`src/rtl/dbf_tx_ch.sv`:
```
// dbf_tx_ch -- per-channel transmit beamformer.
//
// Holds a per-focal-zone transmit delay LUT. On a fire trigger it waits the
// selected zone's delay, then drives a bipolar pulse burst to the pulser.
// tx_en marks the transmit window so the paired receive channel can gate its
// coarse-delay input valid with ~tx_en.
//
// Optional feature macro: TX_CLAMP_EN -- adds a CLAMP state of DAMP_CYC
// cycles after the burst and the pulse_clamp output.
//
// Ports:
//   clk         system clock
//   rst_n       synchronous reset, active-high (1 = reset)
//   lut_addr    LUT write address
//   lut_we      LUT write enable (honoured in any state)
//   lut_din     delay value to write, in clk cycles
//   zone_sel    focal zone used for the next fire
//   half_per    half-period length in cycles (0 behaves as 1)
//   n_cycles    full pulse cycles per burst
//   tx_trig     fire request, accepted in IDLE only
//   pulse_p     positive pulser drive (registered)
//   pulse_n     negative pulser drive (registered)
//   tx_en       transmit active
//   busy        burst in progress
//   done        one-cycle end-of-burst strobe
//   pulse_clamp clamp drive (TX_CLAMP_EN builds only)
module dbf_tx_ch #(
  parameter int DLY_WD    = 12,
  parameter int ADDR_WD   = 7,
  parameter int CYC_WD    = 8,
  parameter int NPULSE_WD = 4,
  parameter int DAMP_CYC  = 16
) (
  input  logic                 clk,
  input  logic                 rst_n,
  input  logic [ADDR_WD-1:0]   lut_addr,
  input  logic                 lut_we,
  input  logic [DLY_WD-1:0]    lut_din,
  input  logic [ADDR_WD-1:0]   zone_sel,
  input  logic [CYC_WD-1:0]    half_per,
  input  logic [NPULSE_WD-1:0] n_cycles,
  input  logic                 tx_trig,
  output logic                 pulse_p,
  output logic                 pulse_n,
  output logic                 tx_en,
  output logic                 busy,
  output logic                 done
`ifdef TX_CLAMP_EN
  ,
  output logic                 pulse_clamp
`endif
);

  typedef enum logic [2:0] {
    S_IDLE,
    S_LOAD,
    S_DELAY,
    S_PULSE,
`ifdef TX_CLAMP_EN
    S_CLAMP,
`endif
    S_DONE
  } state_t;

  localparam int HALF_WD = NPULSE_WD + 1;

  logic [DLY_WD-1:0] lut_mem [2**ADDR_WD];
  logic [DLY_WD-1:0] lut_q;

  state_t               state, state_n;
  logic [DLY_WD-1:0]    dcnt, dcnt_n;
  logic [CYC_WD-1:0]    hcnt, hcnt_n;
  logic [HALF_WD-1:0]   halves, halves_n;
  logic                 phase, phase_n;
  logic [CYC_WD-1:0]    h_q, h_q_n;
  logic [NPULSE_WD-1:0] n_q, n_q_n;

`ifdef TX_CLAMP_EN
  localparam int DAMP_WD = (DAMP_CYC > 1) ? $clog2(DAMP_CYC) : 1;
  logic [DAMP_WD-1:0] damp, damp_n;
  localparam state_t S_AFTER = S_CLAMP;
`else
  localparam state_t S_AFTER = S_DONE;
`endif

  // LUT: no reset; the registered read returns pre-write data on a
  // same-address collision because both use the same edge.
  always_ff @(posedge clk) begin
    if (lut_we) lut_mem[lut_addr] <= lut_din;
    lut_q <= lut_mem[zone_sel];
  end

  always_comb begin
    state_n  = state;
    dcnt_n   = dcnt;
    hcnt_n   = hcnt;
    halves_n = halves;
    phase_n  = phase;
    h_q_n    = h_q;
    n_q_n    = n_q;
`ifdef TX_CLAMP_EN
    damp_n   = damp;
`endif
    unique case (state)
      S_IDLE: begin
        if (tx_trig) begin
          state_n = S_LOAD;
          h_q_n   = (half_per == '0) ? CYC_WD'(1) : half_per;
          n_q_n   = n_cycles;
        end
      end
      S_LOAD: begin
        dcnt_n  = lut_q;
        state_n = S_DELAY;
      end
      S_DELAY: begin
        if (dcnt == '0) begin
          if (n_q == '0) begin
            state_n = S_AFTER;
          end else begin
            state_n  = S_PULSE;
            hcnt_n   = h_q - CYC_WD'(1);
            // halves still to run after the one starting now
            halves_n = {n_q, 1'b0} - HALF_WD'(1);
            phase_n  = 1'b0;
          end
`ifdef TX_CLAMP_EN
          damp_n = DAMP_WD'(DAMP_CYC - 1);
`endif
        end else begin
          dcnt_n = dcnt - DLY_WD'(1);
        end
      end
      S_PULSE: begin
        if (hcnt == '0) begin
          if (halves == '0) begin
            state_n = S_AFTER;
          end else begin
            hcnt_n   = h_q - CYC_WD'(1);
            halves_n = halves - HALF_WD'(1);
            phase_n  = ~phase;
          end
        end else begin
          hcnt_n = hcnt - CYC_WD'(1);
        end
      end
`ifdef TX_CLAMP_EN
      S_CLAMP: begin
        if (damp == '0) state_n = S_DONE;
        else            damp_n  = damp - DAMP_WD'(1);
      end
`endif
      S_DONE:  state_n = S_IDLE;
      default: state_n = S_IDLE;
    endcase
  end

  // Outputs are decoded from the next state and registered, so each output
  // is a flop that lines up exactly with the state it describes.
  always_ff @(posedge clk) begin
    if (rst_n) begin
      state   <= S_IDLE;
      dcnt    <= '0;
      hcnt    <= '0;
      halves  <= '0;
      phase   <= 1'b0;
      h_q     <= '0;
      n_q     <= '0;
      pulse_p <= 1'b0;
      pulse_n <= 1'b0;
      tx_en   <= 1'b0;
      busy    <= 1'b0;
      done    <= 1'b0;
`ifdef TX_CLAMP_EN
      damp        <= '0;
      pulse_clamp <= 1'b0;
`endif
    end else begin
      state   <= state_n;
      dcnt    <= dcnt_n;
      hcnt    <= hcnt_n;
      halves  <= halves_n;
      phase   <= phase_n;
      h_q     <= h_q_n;
      n_q     <= n_q_n;
      pulse_p <= (state_n == S_PULSE) && !phase_n;
      pulse_n <= (state_n == S_PULSE) &&  phase_n;
      tx_en   <= (state_n != S_IDLE) && (state_n != S_DONE);
      busy    <= (state_n != S_IDLE) && (state_n != S_DONE);
      done    <= (state_n == S_DONE);
`ifdef TX_CLAMP_EN
      damp        <= damp_n;
      pulse_clamp <= (state_n == S_CLAMP);
`endif
    end
  end

endmodule

```
`config.mk`:
```
export PLATFORM = sky130hd
export DESIGN_NAME = dbf_tx_ch
export DESIGN_NICKNAME = d
export VERILOG_FILES = /design/src/rtl/dbf_tx_ch.sv
export SDC_FILE = /design/constraint.sdc
export NUM_CORES = 1
export LEC_CHECK = 0
export CELL_PAD_IN_SITES_DETAIL_PLACEMENT = 0
export CELL_PAD_IN_SITES_GLOBAL_PLACEMENT = 1
export CORE_ASPECT_RATIO = 1.25
export CORE_MARGIN = 4
export CORE_UTILIZATION = 35
export CTS_BUF_LIST = sky130_fd_sc_hd__clkbuf_16
export DETAILED_ROUTE_END_ITERATION = 8
export PLACE_DENSITY = 0.51
export REMOVE_ABC_BUFFERS = 1
export SETUP_SLACK_MARGIN = 0.15
export SLEW_MARGIN = 5
export SYNTH_ARGS = -nofsm -noshare
export SYNTH_HDL_FRONTEND = slang
export SYNTH_SLANG_ARGS = --single-unit
```
`constraint.sdc`:
```
create_clock -name clk -period 4.25 [get_ports clk]
set_input_delay 1.275 -clock clk [delete_from_list [all_inputs] [get_ports clk]]
set_output_delay 1.275 -clock clk [all_outputs]
set_load 0.02 [all_outputs]
```
run_1/class_map.png
Drawn at 1 px/um.
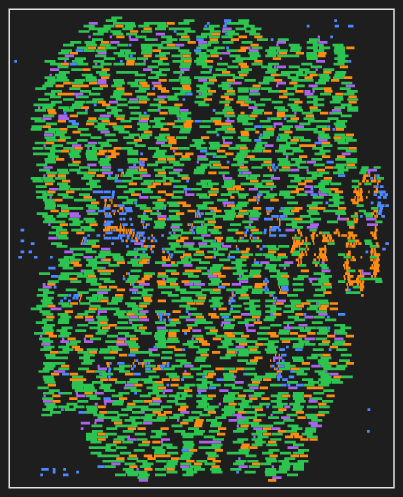
- orange: remaining logic cells (cells 946)
- green: registers (cells 1593)
- purple: clock drivers and dummy loads (cells 297)
- blue: remaining buffers and delay cells (cells 350)
Rows: 171
Final Core Density: 41.6%
core footprint: 174000 um^2
design area: 72500 um^2
Seq/total area: 65.2%

run_1/m1.png
Drawn at 1 px/um. Supply wires on this layer in grey. Cells faint in the background.
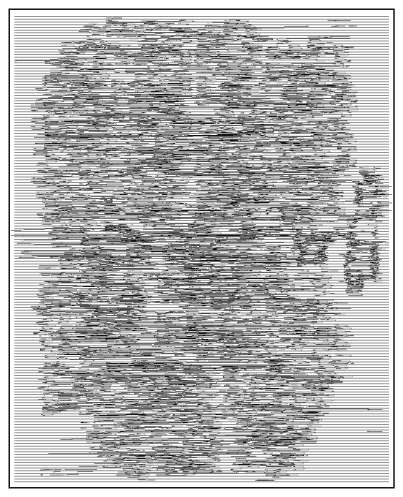
- longest straight run: 169 um
- nets with wire on the layer: 3027
met1 usage: 24.4%
vias: 29300

run_1/placed.png
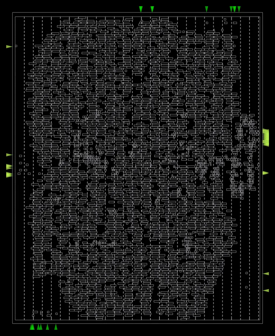
num sequential: 1593
final non-filler cell total: 5524

==> impl_metrics.yaml, run 1 <==
# synthesis and place-and-route metrics
outcome:
  outcome: "finished, final reports clean"
power_and_ir_drop:
  powerDensity_nw_per_um2: 461
  ir_drop_mv: 0.365
  total_power_mw: 33.4
  power.leakage_nw: 22.7
logic_synthesis:
  post-synth-top-count-cell: "edfxtp_1"
  ys_seq_share_pct: 76.7
  top_area_cell: "edfxtp_1"
  syn_inst: 2688
  synth.distinct_cells: 51
  syn-cell-area_um2: 61600
  edf_count: 1536
  ys_chip_area_um2: 61600
  ys_sh_simple_pct: 2.10
  fa_ha_area_share_pct: 0.142
  synth.avg_cell_area_um2: 22.9
  synth_stat.cells: 2688
  synthArstFlopShare_pct: 0
  synth-compound-area-share_pct: 1.11
  ys_sh_xor_pct: 0.114
  synthTopCellsByArea: "edfxtp_1 75%, mux4_2 18%, dfxtp_1 1.9%"
  logic_family: "multiplexers"
global_route:
  grt.met2_usage_pct: 31.9
  grt.overflow.total: 0
  grt_use_total_pct: 18.3
  grt_pass1_wl_um: 238000
  grt_pass1_vias: 30500
  grt_max_degree: 129
  gr-max-usage-layer: "met2"
final_timing:
  tightest_slew_ns: 1.29
  finalSetupViolations: 0
  final_max_slew_viol_count: 0
  worst_clock_skew_ns: 0.0260
  rsz0062_at_grt: "no"
  fin_crit_ns: 3.47
  worst_slack_ns: 0.784
  timing.slew.headroom_pct: 13.7
route:
  wl_per_cell_um: 30.1
  dr_wl_met2_um: 87100
  via_per_inst: 5.31
  drc_errors: 0
  route.antenna.remaining_nets: 0
  top_layer_used: "met4"
  first_iter_violations: 2729
worst_setup_path:
  start_kind: "input port"
  critPathTopFamily: "multiplexers"
  criticalPathCategory: "input port to flip-flop"
  r2r_setup_slack_ns: 1.56
  end_kind: "flip-flop"
  setup.worst_path.end: "lut_q[0]"
  r2r-start: "dcnt[3]"
  crit_cells: 7
  worstPathBufferInverterCount: 3
  path_max_fanout: 27
  required_ns: 4.92
  rr_worst_depth: 5
  r2r_end: "dcnt[2]"
  critPathLaunch: "zone_sel[0]"
  cp_cell_sequence: "buf_8, buf_12, buf_12, mux4_2, mux4_2, mux4_2, mux2_2"
  path_common_cell: "mux4_2"
die:
  ios: 47
  die_area_um2: 183000
  num_tap_cells: 2335
  fp-utilization_pct: 35.3
  die_width_um: 383
layout:
  clk_share_pct: 7.01
  dominant_cells: "flip-flops and latches"
  final_common_cell: "edfxtp_1"
  n_clock_buffer: 167
  final_nets: 3102
  areaGrowthSynthToFinish_pct: 17.6
  mostFrequentLayoutCells: "1536 x edfxtp_1, 504 x mux4_2, 256 x buf_4, 167 x clkbuf_16, 145 x nor2_1"
  seq_area_um2: 47300
  final-nonclk-buf-share_pct: 4.80
  drive_gt1_share_pct: 33.3
  buffers: 350
  nFillCells: 15000
cts:
  cts-resized-gates: 0
  tritoncts: "yes"
  clock_path_buffers: 3
  h-tree-depth: 4
  cts_setup_buffers: 0
  clkLatencyLatePin_ns: 0.79
  clkSinkCount: 1593
  cts_made_buffers: 162
worst_hold_path:
  holdCritPathClass: "flip-flop to flip-flop"
  worstHoldPathCells: 2
place:
  placedCellCount: 5224
  dpl.hpwl_um: 107000
  gp_congestion: 0.789
  place_area_um2: 67400
run 1: flip-flops by register name, indices dropped and copies added, names as in the netlist:
name,cells
busy,1
dcnt,12
done,1
h_q,8
halves,5
hcnt,8
lut_mem,1536
lut_q,12
n_q,4
phase,1
pulse_n,1
pulse_p,1
state,3
run 1: worst reg2reg max path, delay by kind of cell (launching register included):
family / cells / cell delay [ns]
simple gates: 1 / 0.68
flops: 1 / 0.34
compound gates: 4 / 1.61
run 1: where the power goes:
part / switching [mW] / leakage (nW) / total [mW] / internal, mW
sequential: 0.115 / 14.3 / 17.5 / 17.3
combinational: 1.34 / 5.81 / 2.25 / 0.907
clock: 5.88 / 2.65 / 13.7 / 7.81
--- run 2 (diff from run 1) ---
clock period = 3.2 ns   (was 4.25 ns; I/O delays follow)
run_2/placed.png
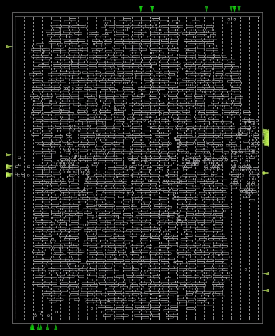
well tap count: 2335
Seq/total area: 63.8%
Final Core Density: 42.5%
FILL cells: 14900

==> impl_metrics.yaml, run 2 <==
# synthesis and place-and-route metrics
logic_synthesis:
  synthArstFlopShare_pct: 0
  ys_top_cells_by_count: "1536 x edfxtp_1, 504 x mux4_2, 145 x nor2_1"
  syn-cell-area_um2: 61600
  synth.distinct_cells: 51
  yosysWarnings: 0
  synth_stat.cells: 2688
  edf_count: 1536
  synth-compound-area-share_pct: 1.11
  top_area_share_pct: 74.9
  mux_share_pct: 18.7
  syn_inst: 2688
  synthTopCellsByArea: "edfxtp_1 75%, mux4_2 18%, dfxtp_1 1.9%"
  ys.flops: 1593
  fa_ha_area_share_pct: 0.142
  synthFlopType: "edfxtp_1"
  ys_sh_xor_pct: 0.114
  post-synth-top-count-cell: "edfxtp_1"
  ys_chip_area_um2: 61600
  top_area_cell: "edfxtp_1"
  ys_seq_share_pct: 76.7
  synth.avg_cell_area_um2: 22.9
  logic_family: "multiplexers"
  ys_sh_simple_pct: 2.10
power_and_ir_drop:
  powerDensity_nw_per_um2: 599
  power.leakage_nw: 23.2
  ir_drop_mv: 0.583
  total_power_mw: 44.3
layout:
  drive_gt1_share_pct: 34.3
  areaGrowthSynthToFinish_pct: 20.2
  dominant_cells: "flip-flops and latches"
  sh_comb_area_pct: 18.5
  final_nets: 3132
  seq_cells: 1593
  largest_reg_flops: 1536
  n_all_inverters: 16
  final_common_cell: "edfxtp_1"
  buffers: 381
  num-multi-input-gates: 930
  clk_share_pct: 6.80
  n_antenna_cell: 2
  seq_area_um2: 47300
  regMostFlops: "lut_mem"
  stdcell_area_um2: 74000
  stdcell_count: 5552
  final-nonclk-buf-share_pct: 6.88
  mostFrequentLayoutCells: "1536 x edfxtp_1, 504 x mux4_2, 179 x buf_4, 165 x clkbuf_16, 163 x buf_12"
  comb_area_um2: 13700
  reg.largest.list: "lut_mem (1536), dcnt (12), lut_q (12)"
  n_clock_buffer: 165
die:
  core-area_um2: 174000
  die_width_um: 383
  ios: 47
  die_y_um: 477
  row_count: 171
  die_area_um2: 183000
  fp-utilization_pct: 35.3
final_timing:
  hold_violations: 0
  rsz0062_at_grt: "no"
  whs_ns: 0.485
  final_max_slew_viol_count: 0
  worst_slack_ns: 0.174
  worst_clock_skew_ns: 0.0322
  tightest_slew_ns: 0.822
  timing.slew.headroom_pct: 45.2
  fin_tns_setup_ns: 0
  fin_crit_ns: 3.03
  max_freq_mhz: 330
  finalSetupViolations: 0
  period_used_pct: 94.6
worst_setup_path:
  critPathLaunch: "zone_sel[0]"
  r2r-start: "lut_mem[98][4]"
  criticalPathCategory: "input port to flip-flop"
  critical-path-max-stage-delay_ns: 0.59
  r2r_setup_slack_ns: 0.60
  rr_worst_depth: 4
  path_max_fanout: 14
  cp_cell_sequence: "buf_8, buf_16, buf_16, buf_4, buf_12, mux4_2, mux4_2, mux4_2, mux2_2"
  end_kind: "flip-flop"
  start_kind: "input port"
  path_common_cell: "mux4_2"
  cpMaxStageDelayCell: "mux4_2"
  arrival_ns: 3.71
  required_ns: 3.88
  setup.worst_path.end: "lut_q[11]"
  r2r_end: "lut_q[4]"
cts:
  cts_setup_buffers: 9
  h-tree-depth: 4
  clock_path_buffers: 3
  root_buffer: "clkbuf_16"
  tritoncts: "yes"
  cts-resized-gates: 4
  cts_made_buffers: 161
  path_clk_slew_ns: 0.06
  clkLatencyLatePin_ns: 0.80
  clkSinkCount: 1593
  cts_hold_buf: 0
route:
  first_iter_violations: 2407
  wl_per_cell_um: 29.7
  route.antenna.remaining_nets: 0
  dr.pass1.iters: 5
  routed_wl_um: 165000
  drc_errors: 0
  via_per_inst: 5.28
  num_vias: 29300
place:
  gp_congestion: 0.777
  place_area_um2: 68800
  pre_cts_ws_ns: -0.757
  dpl.hpwl_um: 107000
  placedCellCount: 5240
  port_buffers: 46
global_route:
  antenna_found_initial: 13
  grt_max_degree: 96
  grt_pass1_wl_um: 235000
  grt.overflow.total: 0
  grt_use_total_pct: 18.1
  grt_pass1_vias: 31200
worst_hold_path:
  worstHoldStart: "dcnt[5]"
  worstHoldPathCells: 2
  worstHoldEndpoint: "dcnt[5]"
  holdCritPathClass: "flip-flop to flip-flop"
flow_run:
  cap_viol_max_count: 0
  openroad.warnings: 28
outcome:
  outcome: "finished, final reports clean"
[run 2: cell counts after synthesis]
Identical to the previous run, type by type.
[run 2: critical path, delay by kind of cell]
family                 cells  cell delay (ns)
buffers and inverters      5             0.73
multiplexers               4             1.97
[run 2: where the power goes]
| group | switching [mW] | leakage [nW] | total [mW] | internal, mW |
|---|---|---|---|---|
| Sequential | 0.153 | 14.3 | 23.2 | 23.0 |
| Clock | 7.95 | 2.58 | 18.0 | 10.1 |
| Combinational | 1.77 | 6.34 | 3.10 | 1.33 |
[run 2: metal layers]
metal	global-route usage (%)	up-vias	share of wire, %
li1	-	12300	-
met1	23.0	16100	40
met2	32.5	739	53
met3	2.71	194	4.4
met4	4.59	0	2.2
met5	0	-	0
--- run 3 (diff from run 2) ---
CORE_ASPECT_RATIO = 1.1   (was 1.25)
run_3/placed.png
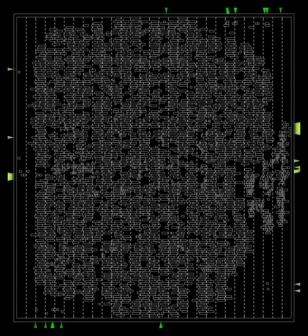
core footprint: 175000 um^2
FILL cells: 14800

==> impl_metrics.yaml, run 3 <==
# synthesis and place-and-route metrics
layout:
  seq_share_pct: 63.6
  largest_reg_flops: 1536
  areaGrowthSynthToFinish_pct: 20.5
  clk_share_pct: 7.21
  final_common_cell: "edfxtp_1"
  dominant_cells: "flip-flops and latches"
  reg.largest.list: "lut_mem (1536), dcnt (12), lut_q (12)"
  n_antenna_cell: 2
  n_clock_buffer: 174
  buffers: 409
  stdcell_count: 5538
  seq_cells: 1593
  fin_util_pct: 42.4
  final_nets: 3167
  n_all_inverters: 16
  stdcell_area_um2: 74300
  drive_gt1_share_pct: 35.2
  comb_area_um2: 13700
  num-multi-input-gates: 930
  seq_area_um2: 47300
  regMostFlops: "lut_mem"
  sh_comb_area_pct: 18.4
  final-nonclk-buf-share_pct: 6.80
  mostFrequentLayoutCells: "1536 x edfxtp_1, 504 x mux4_2, 225 x buf_4, 174 x clkbuf_16, 148 x buf_12"
worst_setup_path:
  start_kind: "input port"
  critical-path-max-stage-delay_ns: 0.56
  worstPathBufferInverterCount: 3
  criticalPathCategory: "input port to flip-flop"
  required_ns: 3.87
  end_kind: "flip-flop"
  path_max_fanout: 19
  critPathTopFamily: "multiplexers"
  cp_cell_sequence: "buf_12, buf_16, buf_4, mux4_2, mux4_2, mux4_2, mux2_2"
  cpMaxStageDelayCell: "mux4_2"
  arrival_ns: 3.66
  r2r_setup_slack_ns: 0.62
  path_common_cell: "mux4_2"
final_timing:
  whs_ns: 0.487
  worst_clock_skew_ns: 0.0354
  fin_tns_setup_ns: 0
  max_freq_mhz: 334
  final_max_slew_viol_count: 0
  worst_slack_ns: 0.207
  rsz0062_at_grt: "no"
  fin_crit_ns: 2.99
  timing.slew.headroom_pct: 37.1
  tightest_slew_ns: 0.944
  finalSetupViolations: 0
  hold_violations: 0
  period_used_pct: 93.5
place:
  gp_congestion: 0.771
  dpl.hpwl_um: 106000
  port_buffers: 46
  placedCellCount: 5230
  place_area_um2: 68900
  pre_cts_ws_ns: -0.693
die:
  ios: 47
  die_area_um2: 183000
  die_width_um: 408
  fp-utilization_pct: 35.2
  die_y_um: 448
  num_tap_cells: 2282
  row_count: 161
global_route:
  grt_pass1_wl_um: 236000
  grt_pass1_vias: 30800
  grt_use_total_pct: 18.2
  grt_max_degree: 108
  antenna_found_initial: 14
  grt.overflow.total: 0
logic_synthesis:
  ys_top_cells_by_count: "1536 x edfxtp_1, 504 x mux4_2, 145 x nor2_1"
  mux_share_pct: 18.7
  top_area_share_pct: 74.9
  synthArstFlopShare_pct: 0
  yosysWarnings: 0
  fa_ha_area_share_pct: 0.142
  edf_count: 1536
  synth-compound-area-share_pct: 1.11
  syn_inst: 2688
  top_area_cell: "edfxtp_1"
  logic_family: "multiplexers"
  synth_stat.cells: 2688
  synthFlopType: "edfxtp_1"
  ys_sh_simple_pct: 2.10
  syn-cell-area_um2: 61600
  synth.avg_cell_area_um2: 22.9
  synthTopCellsByArea: "edfxtp_1 75%, mux4_2 18%, dfxtp_1 1.9%"
  post-synth-top-count-cell: "edfxtp_1"
  ys_seq_share_pct: 76.7
  ys_chip_area_um2: 61600
  ys.flops: 1593
  ys_sh_xor_pct: 0.114
  synth.distinct_cells: 51
cts:
  cts_setup_buffers: 0
  root_buffer: "clkbuf_16"
  clkLatencyLatePin_ns: 0.80
  cts_hold_buf: 0
  path_clk_slew_ns: 0.06
  clkSinkCount: 1593
  clock_path_buffers: 3
  tritoncts: "yes"
  cts_made_buffers: 168
  h-tree-depth: 4
  cts-resized-gates: 0
power_and_ir_drop:
  powerDensity_nw_per_um2: 609
  power.leakage_nw: 23.5
  total_power_mw: 45.2
  ir_drop_mv: 0.496
route:
  drc_errors: 0
  route.antenna.remaining_nets: 0
  via_per_inst: 5.35
  dr.pass1.iters: 5
  wl_per_cell_um: 29.9
  first_iter_violations: 2886
  num_vias: 29600
  routed_wl_um: 166000
flow_run:
  openroad.warnings: 31
  cap_viol_max_count: 0
outcome:
  outcome: "finished, final reports clean"
worst_hold_path:
  holdCritPathClass: "flip-flop to flip-flop"
[run 3: worst paths after layout]
kind	from	to	cells past startpoint
setup / recovery	zone_sel[0]	lut_q[0]	7
setup reg to reg	n_q[0]	hcnt[6]	7
hold / removal	n_q[1]	n_q[1]	2
hold reg to reg	n_q[1]	n_q[1]	2
[run 3: metal layers]
layer  vias up  global-route usage (%)  part of all wire, %
li1      12400                       -                    -
met1     16200                    24.8                   42
met2       914                    30.9                   50
met3       188                    2.70                  5.6
met4         0                    4.32                  1.9
met5         -                       0                    0
[run 3: where the power goes]
part           switching, mW  internal, mW  leakage [nW]  total, mW
sequential             0.164          23.0          14.3       23.2
clock                   7.95          11.0          2.76       18.9
combinational           1.80          1.33          6.42       3.12
total                   9.91          35.3          23.5       45.2

## Gallery

Placement density heat map.
(a)
The die is cut into 19 by 24 equal tiles; dark blue is low, red is high, 0 to 100% covered.
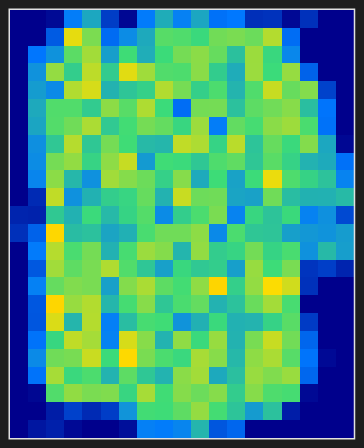
(b)
The die is cut into 20 by 22 equal tiles; dark blue is low, red is high, 0 to 100% covered.
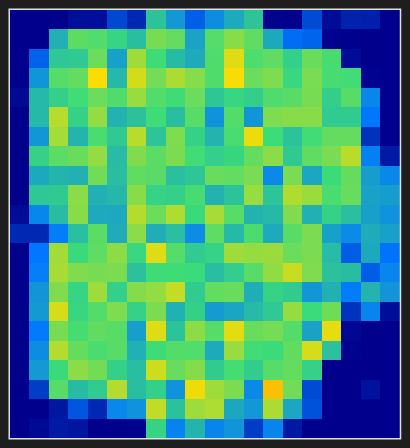
For run 2, see (a).
For run 3, see (b).

Key to (a):
- mean over tiles: 39%
- fullest tile: 76%
- nearly empty tiles: 15%
- emptiest ninth of the die: bottom right
- tiles over 75% full: 0.90%

No activity file was given, so power comes from the tool's default toggle rates.
